[src/rtl/mc_ctrl_pkg.sv]
// Shared encodings for the multicycle MIPS control unit and its datapath:
// state enum, opcode/funct values, mux selects and the decoded control bundle.
package mc_ctrl_pkg;

    typedef enum logic [4:0] {
        ST_RESET       = 5'd0,
        ST_FETCH       = 5'd1,
        ST_WAIT        = 5'd2,
        ST_DECODE      = 5'd3,
        ST_R_EXEC      = 5'd4,
        ST_R_WB        = 5'd5,
        ST_ADDI_EXEC   = 5'd6,
        ST_ADDI_WB     = 5'd7,
        ST_MEM_ADDR    = 5'd8,
        ST_MEM_WR      = 5'd9,
        ST_MEM_RD      = 5'd10,
        ST_MEM_RD_WAIT = 5'd11,
        ST_LW_WB       = 5'd12,
        ST_BRANCH      = 5'd13,
        ST_JUMP        = 5'd14,
        ST_EXC         = 5'd15
    } state_t;

    localparam logic [5:0] OP_RTYPE = 6'h00;
    localparam logic [5:0] OP_ADDI  = 6'h08;
    localparam logic [5:0] OP_LW    = 6'h23;
    localparam logic [5:0] OP_SW    = 6'h2B;
    localparam logic [5:0] OP_BEQ   = 6'h04;
    localparam logic [5:0] OP_BNE   = 6'h05;
    localparam logic [5:0] OP_J     = 6'h02;

    localparam logic [5:0] FN_ADD = 6'h20;
    localparam logic [5:0] FN_SUB = 6'h22;
    localparam logic [5:0] FN_AND = 6'h24;
    localparam logic [5:0] FN_XOR = 6'h26;

    localparam logic [3:0] SRCB_B       = 4'd0;
    localparam logic [3:0] SRCB_FOUR    = 4'd1;
    localparam logic [3:0] SRCB_SEXT    = 4'd2;
    localparam logic [3:0] SRCB_SEXT_SH = 4'd3;

    localparam logic [2:0] ALU_ADD = 3'b001;
    localparam logic [2:0] ALU_SUB = 3'b010;
    localparam logic [2:0] ALU_AND = 3'b011;
    localparam logic [2:0] ALU_XOR = 3'b100;
    localparam logic [2:0] ALU_CMP = 3'b111;

    localparam logic [1:0] PCSRC_ALU    = 2'd0;
    localparam logic [1:0] PCSRC_ALUOUT = 2'd1;
    localparam logic [1:0] PCSRC_JUMP   = 2'd2;

    typedef struct packed {
        logic       pc_reset;
        logic       instReg_reset;
        logic       a_reset;
        logic       b_reset;
        logic       ALUout_reset;
        logic       pc_load;
        logic       instReg_load;
        logic       a_load;
        logic       b_load;
        logic       ALUout_load;
        logic       mdr_load;
        logic       epc_load;
        logic       mem_write;
        logic       iord;
        logic [1:0] pc_source;
        logic       ALUSrcA;
        logic [3:0] ALUSrcB;
        logic [2:0] ALU_select;
        logic       reg_write;
        logic       reg_dst;
        logic       mem_to_reg;
    } ctrl_t;

    function automatic logic funct_supported(input logic [5:0] fn);
        return (fn == FN_ADD) || (fn == FN_SUB) || (fn == FN_AND) || (fn == FN_XOR);
    endfunction

    function automatic logic [2:0] alu_sel_from_funct(input logic [5:0] fn);
        case (fn)
            FN_ADD:  return ALU_ADD;
            FN_SUB:  return ALU_SUB;
            FN_AND:  return ALU_AND;
            FN_XOR:  return ALU_XOR;
            default: return ALU_ADD;
        endcase
    endfunction

endpackage

[src/rtl/mc_ctrl_decode.sv]
// Combinational state -> control decode. Only the branch load strobe looks
// past the registered state, at the live ALU_zero flag and the held opcode.
module mc_ctrl_decode
    import mc_ctrl_pkg::*;
#(
    parameter logic [1:0] EXC_VECTOR_SEL = 2'd3
) (
    input  state_t     state_i,
    input  logic       cnt_zero_i,
    input  logic [5:0] op_i,
    input  logic [5:0] funct_i,
    input  logic       alu_zero_i,
    output ctrl_t      ctrl_o
);

    always_comb begin
        ctrl_o = '0;
        case (state_i)
            ST_RESET: begin
                ctrl_o.pc_reset      = 1'b1;
                ctrl_o.instReg_reset = 1'b1;
                ctrl_o.a_reset       = 1'b1;
                ctrl_o.b_reset       = 1'b1;
                ctrl_o.ALUout_reset  = 1'b1;
            end
            ST_FETCH: begin
                ctrl_o.ALUSrcB    = SRCB_FOUR;
                ctrl_o.ALU_select = ALU_ADD;
            end
            ST_WAIT: begin
                // PC+4 is still on the ALU output when the fetch completes
                ctrl_o.ALUSrcB      = SRCB_FOUR;
                ctrl_o.ALU_select   = ALU_ADD;
                ctrl_o.instReg_load = cnt_zero_i;
                ctrl_o.pc_load      = cnt_zero_i;
                ctrl_o.pc_source    = PCSRC_ALU;
            end
            ST_DECODE: begin
                ctrl_o.a_load      = 1'b1;
                ctrl_o.b_load      = 1'b1;
                ctrl_o.ALUout_load = 1'b1;
                ctrl_o.ALUSrcB     = SRCB_SEXT_SH;
                ctrl_o.ALU_select  = ALU_ADD;
            end
            ST_R_EXEC: begin
                ctrl_o.ALUSrcA     = 1'b1;
                ctrl_o.ALUSrcB     = SRCB_B;
                ctrl_o.ALU_select  = alu_sel_from_funct(funct_i);
                ctrl_o.ALUout_load = 1'b1;
            end
            ST_R_WB: begin
                ctrl_o.reg_write = 1'b1;
                ctrl_o.reg_dst   = 1'b1;
            end
            ST_ADDI_EXEC, ST_MEM_ADDR: begin
                ctrl_o.ALUSrcA     = 1'b1;
                ctrl_o.ALUSrcB     = SRCB_SEXT;
                ctrl_o.ALU_select  = ALU_ADD;
                ctrl_o.ALUout_load = 1'b1;
            end
            ST_ADDI_WB: ctrl_o.reg_write = 1'b1;
            ST_MEM_WR: begin
                ctrl_o.iord      = 1'b1;
                ctrl_o.mem_write = 1'b1;
            end
            ST_MEM_RD: ctrl_o.iord = 1'b1;
            ST_MEM_RD_WAIT: begin
                ctrl_o.iord     = 1'b1;
                ctrl_o.mdr_load = cnt_zero_i;
            end
            ST_LW_WB: begin
                ctrl_o.reg_write  = 1'b1;
                ctrl_o.mem_to_reg = 1'b1;
            end
            ST_BRANCH: begin
                ctrl_o.ALUSrcA    = 1'b1;
                ctrl_o.ALUSrcB    = SRCB_B;
                ctrl_o.ALU_select = ALU_SUB;
                ctrl_o.pc_source  = PCSRC_ALUOUT;
                ctrl_o.pc_load    = (op_i == OP_BNE) ? !alu_zero_i : alu_zero_i;
            end
            ST_JUMP: begin
                ctrl_o.pc_source = PCSRC_JUMP;
                ctrl_o.pc_load   = 1'b1;
            end
            ST_EXC: begin
                ctrl_o.epc_load  = 1'b1;
                ctrl_o.pc_source = EXC_VECTOR_SEL;
                ctrl_o.pc_load   = 1'b1;
            end
            default: ctrl_o = '0;
        endcase
    end

endmodule

[src/rtl/mc_control_unit.sv]
// Multicycle MIPS control FSM (Moore). Optional macro CTRL_OVF_EXC_EN routes
// add/sub/addi overflow to the exception state instead of writeback.
module mc_control_unit
    import mc_ctrl_pkg::*;
#(
    parameter int         MEM_WAIT       = 1,
    parameter logic [1:0] EXC_VECTOR_SEL = 2'd3
) (
    input  logic       Clk,
    input  logic       reset,
    input  logic [5:0] Operation,
    input  logic [5:0] Funct,
    input  logic       ALU_zero,
    input  logic       ALU_overflow,
    output logic       pc_reset,
    output logic       instReg_reset,
    output logic       a_reset,
    output logic       b_reset,
    output logic       ALUout_reset,
    output logic       pc_load,
    output logic       instReg_load,
    output logic       a_load,
    output logic       b_load,
    output logic       ALUout_load,
    output logic       mdr_load,
    output logic       epc_load,
    output logic       mem_write,
    output logic       iord,
    output logic [1:0] pc_source,
    output logic       ALUSrcA,
    output logic [3:0] ALUSrcB,
    output logic [2:0] ALU_select,
    output logic       reg_write,
    output logic       reg_dst,
    output logic       mem_to_reg,
    output logic [4:0] state_dbg
);

    localparam logic [1:0] WAIT_INIT = 2'(MEM_WAIT - 1);

    state_t     state_q, state_d;
    logic [1:0] cnt_q, cnt_d;
    logic       ovf_trap;
    ctrl_t      ctrl;

`ifdef CTRL_OVF_EXC_EN
    assign ovf_trap = ALU_overflow;
`else
    logic unused_ovf;
    assign unused_ovf = ALU_overflow;
    assign ovf_trap   = 1'b0;
`endif

    always_ff @(posedge Clk or posedge reset) begin
        if (reset) begin
            state_q <= ST_RESET;
            cnt_q   <= 2'd0;
        end else begin
            state_q <= state_d;
            cnt_q   <= cnt_d;
        end
    end

    always_comb begin
        state_d = state_q;
        cnt_d   = cnt_q;
        case (state_q)
            ST_RESET: state_d = ST_FETCH;
            ST_FETCH: begin
                cnt_d   = WAIT_INIT;
                state_d = ST_WAIT;
            end
            ST_WAIT: begin
                if (cnt_q == 2'd0) state_d = ST_DECODE;
                else               cnt_d   = cnt_q - 2'd1;
            end
            ST_DECODE: begin
                case (Operation)
                    OP_RTYPE:     state_d = funct_supported(Funct) ? ST_R_EXEC : ST_EXC;
                    OP_ADDI:      state_d = ST_ADDI_EXEC;
                    OP_LW, OP_SW: state_d = ST_MEM_ADDR;
                    OP_BEQ, OP_BNE: state_d = ST_BRANCH;
                    OP_J:         state_d = ST_JUMP;
                    default:      state_d = ST_EXC;
                endcase
            end
            // Only add/sub trap on overflow; and/xor cannot overflow
            ST_R_EXEC: state_d = (ovf_trap && (Funct == FN_ADD || Funct == FN_SUB))
                                 ? ST_EXC : ST_R_WB;
            ST_ADDI_EXEC: state_d = ovf_trap ? ST_EXC : ST_ADDI_WB;
            ST_MEM_ADDR:  state_d = (Operation == OP_SW) ? ST_MEM_WR : ST_MEM_RD;
            ST_MEM_RD: begin
                cnt_d   = WAIT_INIT;
                state_d = ST_MEM_RD_WAIT;
            end
            ST_MEM_RD_WAIT: begin
                if (cnt_q == 2'd0) state_d = ST_LW_WB;
                else               cnt_d   = cnt_q - 2'd1;
            end
            ST_R_WB, ST_ADDI_WB, ST_MEM_WR, ST_LW_WB,
            ST_BRANCH, ST_JUMP, ST_EXC: state_d = ST_FETCH;
            default: state_d = ST_RESET;
        endcase
    end

    mc_ctrl_decode #(
        .EXC_VECTOR_SEL(EXC_VECTOR_SEL)
    ) u_decode (
        .state_i    (state_q),
        .cnt_zero_i (cnt_q == 2'd0),
        .op_i       (Operation),
        .funct_i    (Funct),
        .alu_zero_i (ALU_zero),
        .ctrl_o     (ctrl)
    );

    assign pc_reset      = ctrl.pc_reset;
    assign instReg_reset = ctrl.instReg_reset;
    assign a_reset       = ctrl.a_reset;
    assign b_reset       = ctrl.b_reset;
    assign ALUout_reset  = ctrl.ALUout_reset;
    assign pc_load       = ctrl.pc_load;
    assign instReg_load  = ctrl.instReg_load;
    assign a_load        = ctrl.a_load;
    assign b_load        = ctrl.b_load;
    assign ALUout_load   = ctrl.ALUout_load;
    assign mdr_load      = ctrl.mdr_load;
    assign epc_load      = ctrl.epc_load;
    assign mem_write     = ctrl.mem_write;
    assign iord          = ctrl.iord;
    assign pc_source     = ctrl.pc_source;
    assign ALUSrcA       = ctrl.ALUSrcA;
    assign ALUSrcB       = ctrl.ALUSrcB;
    assign ALU_select    = ctrl.ALU_select;
    assign reg_write     = ctrl.reg_write;
    assign reg_dst       = ctrl.reg_dst;
    assign mem_to_reg    = ctrl.mem_to_reg;
    assign state_dbg     = state_q;

endmodule

[config.mk]
export PLATFORM = sky130hd
export DESIGN_NAME = mc_control_unit
export DESIGN_NICKNAME = d
export VERILOG_FILES = /design/src/rtl/mc_ctrl_pkg.sv /design/src/rtl/mc_ctrl_decode.sv /design/src/rtl/mc_control_unit.sv
export SDC_FILE = /design/constraint.sdc
export NUM_CORES = 1
export LEC_CHECK = 0
export ABC_AREA = 1
export CAP_MARGIN = 20
export CORE_ASPECT_RATIO = 1.5
export CORE_MARGIN = 2
export CORE_UTILIZATION = 25
export CTS_CLUSTER_SIZE = 30
export DETAILED_ROUTE_END_ITERATION = 7
export GPL_TIMING_DRIVEN = 0
export PLACE_DENSITY = 0.71
export SYNTH_ARGS = -nofsm -noshare
export SYNTH_HDL_FRONTEND = slang
export SYNTH_SLANG_ARGS = --single-unit
[constraint.sdc]
create_clock -name Clk -period 1.3 [get_ports Clk]
set_input_delay 0.13 -clock Clk [delete_from_list [all_inputs] [get_ports Clk]]
set_output_delay 0.13 -clock Clk [all_outputs]
set_load 0.1 [all_outputs]
Fig. 1: I/O nets highlighted
The bar under the picture is 20 um long.
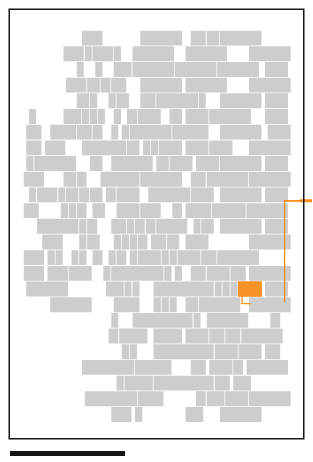
| port | colour | bits | direction | end cells | buffers | wire |
|---|---|---|---|---|---|---|
| `epc_load` | orange | 1 | output | 1 | 1 | 23.1 um |
I/O Buffers: 43
I/O pin cnt: 48

==> Slide: Implementation Results <==
Implementation Results

Logic synthesis
  • Adder Share, Synth: 1.52%
  • Mapped Area: 822 um2
  • Simple-Gate Area Share: 48.9%
  • Warnings from Yosys: 0
  • Dominant comb cell: simple AND/OR/NAND/NOR gates
  • Yosys stat area: around 820 um2
  • Yosys Instances: 142
  • Area fraction in mux cells: 0%
  • Synth Seq Share: a little under a fifth
  • AO/OA Area Share: 9.89%
  • Unique cell types: 26
  • Xor+xnor area frac: 1.07%
  • Syn_area_per_cell: between 5 and 6 um2
  • Cells after Synth: roughly 140
  • Synthesized registers: 6

Layout
  • Filler Cell Count: about 210
  • Nets: approximately 230
  • Layout cell share with drive strength beyond 1: 59.6%
  • Gate Area: 872 um2
  • Area Overhead vs Synth: 176%
  • Flop area: 165 um2
  • Final Instance Count excl. Fillers: roughly 250
  • Max reg flops: 4
  • ANT cells: 0

Detailed routing
  • DRC violations left: 0
  • Drt wl/cell: ~15 um
  • Final WL: 3790 um
  • Antenna viol nets, final: 0
  • Via density: 4.82
  • Vias: ~1,200
  • TritonRoute pass-1 iters: 5
  • Iteration-0 DRC count of the detailed router: 24

Floorplan
  • FP Core Util: about a quarter
  • Die Y: 74.2 um
  • # rows: 25
  • Die width: about 51 um
  • Core ar.: 0.00316 mm2
  • Die ar.: 0.00377 mm2

Final timing
  • Fmax: 566 MHz
  • Final period util: 136%
  • Final Hold Viols: 0
  • WHS: 0.120 ns
  • RSZ-0062 raised after global routing: yes
  • Final clock skew: 0.00608 ns
  • Setup ws final: -0.467 ns
  • Crit path time final: 1.77 ns
  • Final setup vio count: 31
  • Slew Limit Fails: 0
  • Rel. slew slack: a little under two fifths
  • Slew @ Worst Pin: between 0.9 and 1 ns

Critical path
  • CP Depth: 7
  • Worst Setup End Kind: primary output
  • Worst Setup SP: state_dbg[0]$_DFFE_PP0P_
  • Critical-path top delay cell: dfrtp_4
  • Critical path fanouts, max: 4
  • Kind of cell adding the most delay to the critical path: flip-flops
  • Worst Path Buf+Inv: 4
  • Reg2Reg Setup Slack: -0.37 ns
  • Req. time, crit path: roughly 1.2 ns
  • R2R depth: 11
  • Startpoint types: register
  • Data arrival, critical path: 1.64 ns
  • RR Startpoint: state_dbg[3]$_DFFE_PP0P_
  • Crit-path cells: inv_6, nor2_4, inv_4, nor2_1, inv_2, o21bai_4, buf_12
  • CP Class: register to primary output
  • Critical Path Max Stage Delay: 0.47 ns
  • Worst Setup EP: pc_load
  • Worst flop-to-flop path endpoint: cnt_q[0]$_DFFE_PP0P_

Placed design
  • Final Wtd Congestion: about 0.86
  • Post-Place Cells: 227
  • Detailed Place HPWL: 2080 um

Global routing
  • Total GRT Usage: 17.9%
  • Number of global-route vias before repair: approximately 1,200
  • Largest net degree at the start of global routing: 8
  • First-pass GRT wire length: 5250 um
  • Initial antenna violation count: 0
  • GRT overflow: 0

Job
  • Tool warning count: 30
  • Max_cap viols: 0

Clocking
  • Total CTS buffers: 3
  • H-Tree Depth: 1
  • Clock sinks: 6
  • Clock slew at reported path FFs: 0.04 ns
  • TritonCTS clock tree: done
  • Worst skew pair latency: 0.22 ns
  • CTS Root Buffer Type: clkbuf_8
  • CTS max path bufs: 2

Run status
  • Run status: finished, violations left
  • Failing checks: setup timing

Worst hold path
  • Worst Hold Class: input pin to asynchronous set/reset pin
Fig. 2: track usage over the die
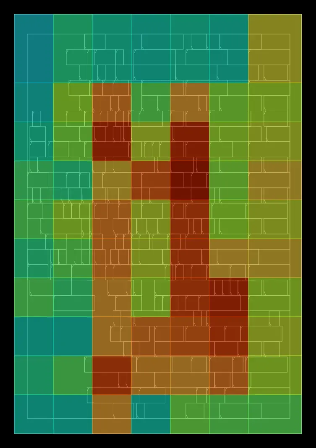
GR Util met2: 35.4%
Core Util, Final: 71.9%
most used routing layer in global routing: met2
met1 Usage GRT: 18.6%

## metrics by stage
step	setup slack, ns	instance area [um2]	setup TNS [ns]
6_report	-0.467	2270	-9.40
5_1_grt	-0.497	2270	-10.89
4_1_cts	-0.424	2100	-8.74
3_5_place_dp	-1.45	1570	-31.40
3_3_place_gp	-1.44	1570	-31.20
2_1_floorplan	-1.04	1090	-16.70
## per-layer routing
| layer | up-vias | part of all wire (%) | track usage, % |
|---|---|---|---|
| li1 | 583 | - | - |
| met1 | 575 | 32 | 18.6 |
| met2 | 53 | 61 | 35.4 |
| met3 | 8 | 4.6 | 2.01 |
| met4 | 0 | 2.7 | 8.11 |
| met5 | - | 0 | 0 |
## cell usage after synthesis (all sizes together)
cell type  count  area share (%)
a21oi          4             2.4
a31oi          1            0.76
buf            8             7.3
conb           1            0.46
dfrtp          6              18
ha             1             1.5
inv           27              13
nand2         25              12
nand3         12             7.9
nand3b         1            0.91
nand4          5             3.8
nor2          38              22
nor3           2             1.2
nor4           1            0.76
o21a           1            0.91
o21ai          3             1.8
o21bai         1            0.91
o22ai          4             3.0
xor2           1             1.1
## cells in the final DEF (no fill, tap or decap), drive strengths merged, types with 2 or more instances in the layout
cell type / count
o22ai: 4
clkdlybuf4s50: 12
nor3: 2
dlygate4sd2: 2
inv: 27
conb: 3
clkbuf: 6
nand2: 25
buf: 56
nand4: 5
dfrtp: 6
nor2: 38
o21ai: 3
nand3: 12
a21oi: 4
## area by class of cell
class	count	area share, %
well taps	40	2.20
repair buffers	65	39.3
inverters	27	5.45
plain buffers	8	5.40
multi-input cells	103	38.4
clock buffers	4	1.98
flip-flops and latches	6	7.27
## repair_timing
action	CTS	global route
pin swaps	16	17
resized	267	33
hold buffers	0	0
setup endpoints to repair	35	34
setup buffers	14	9
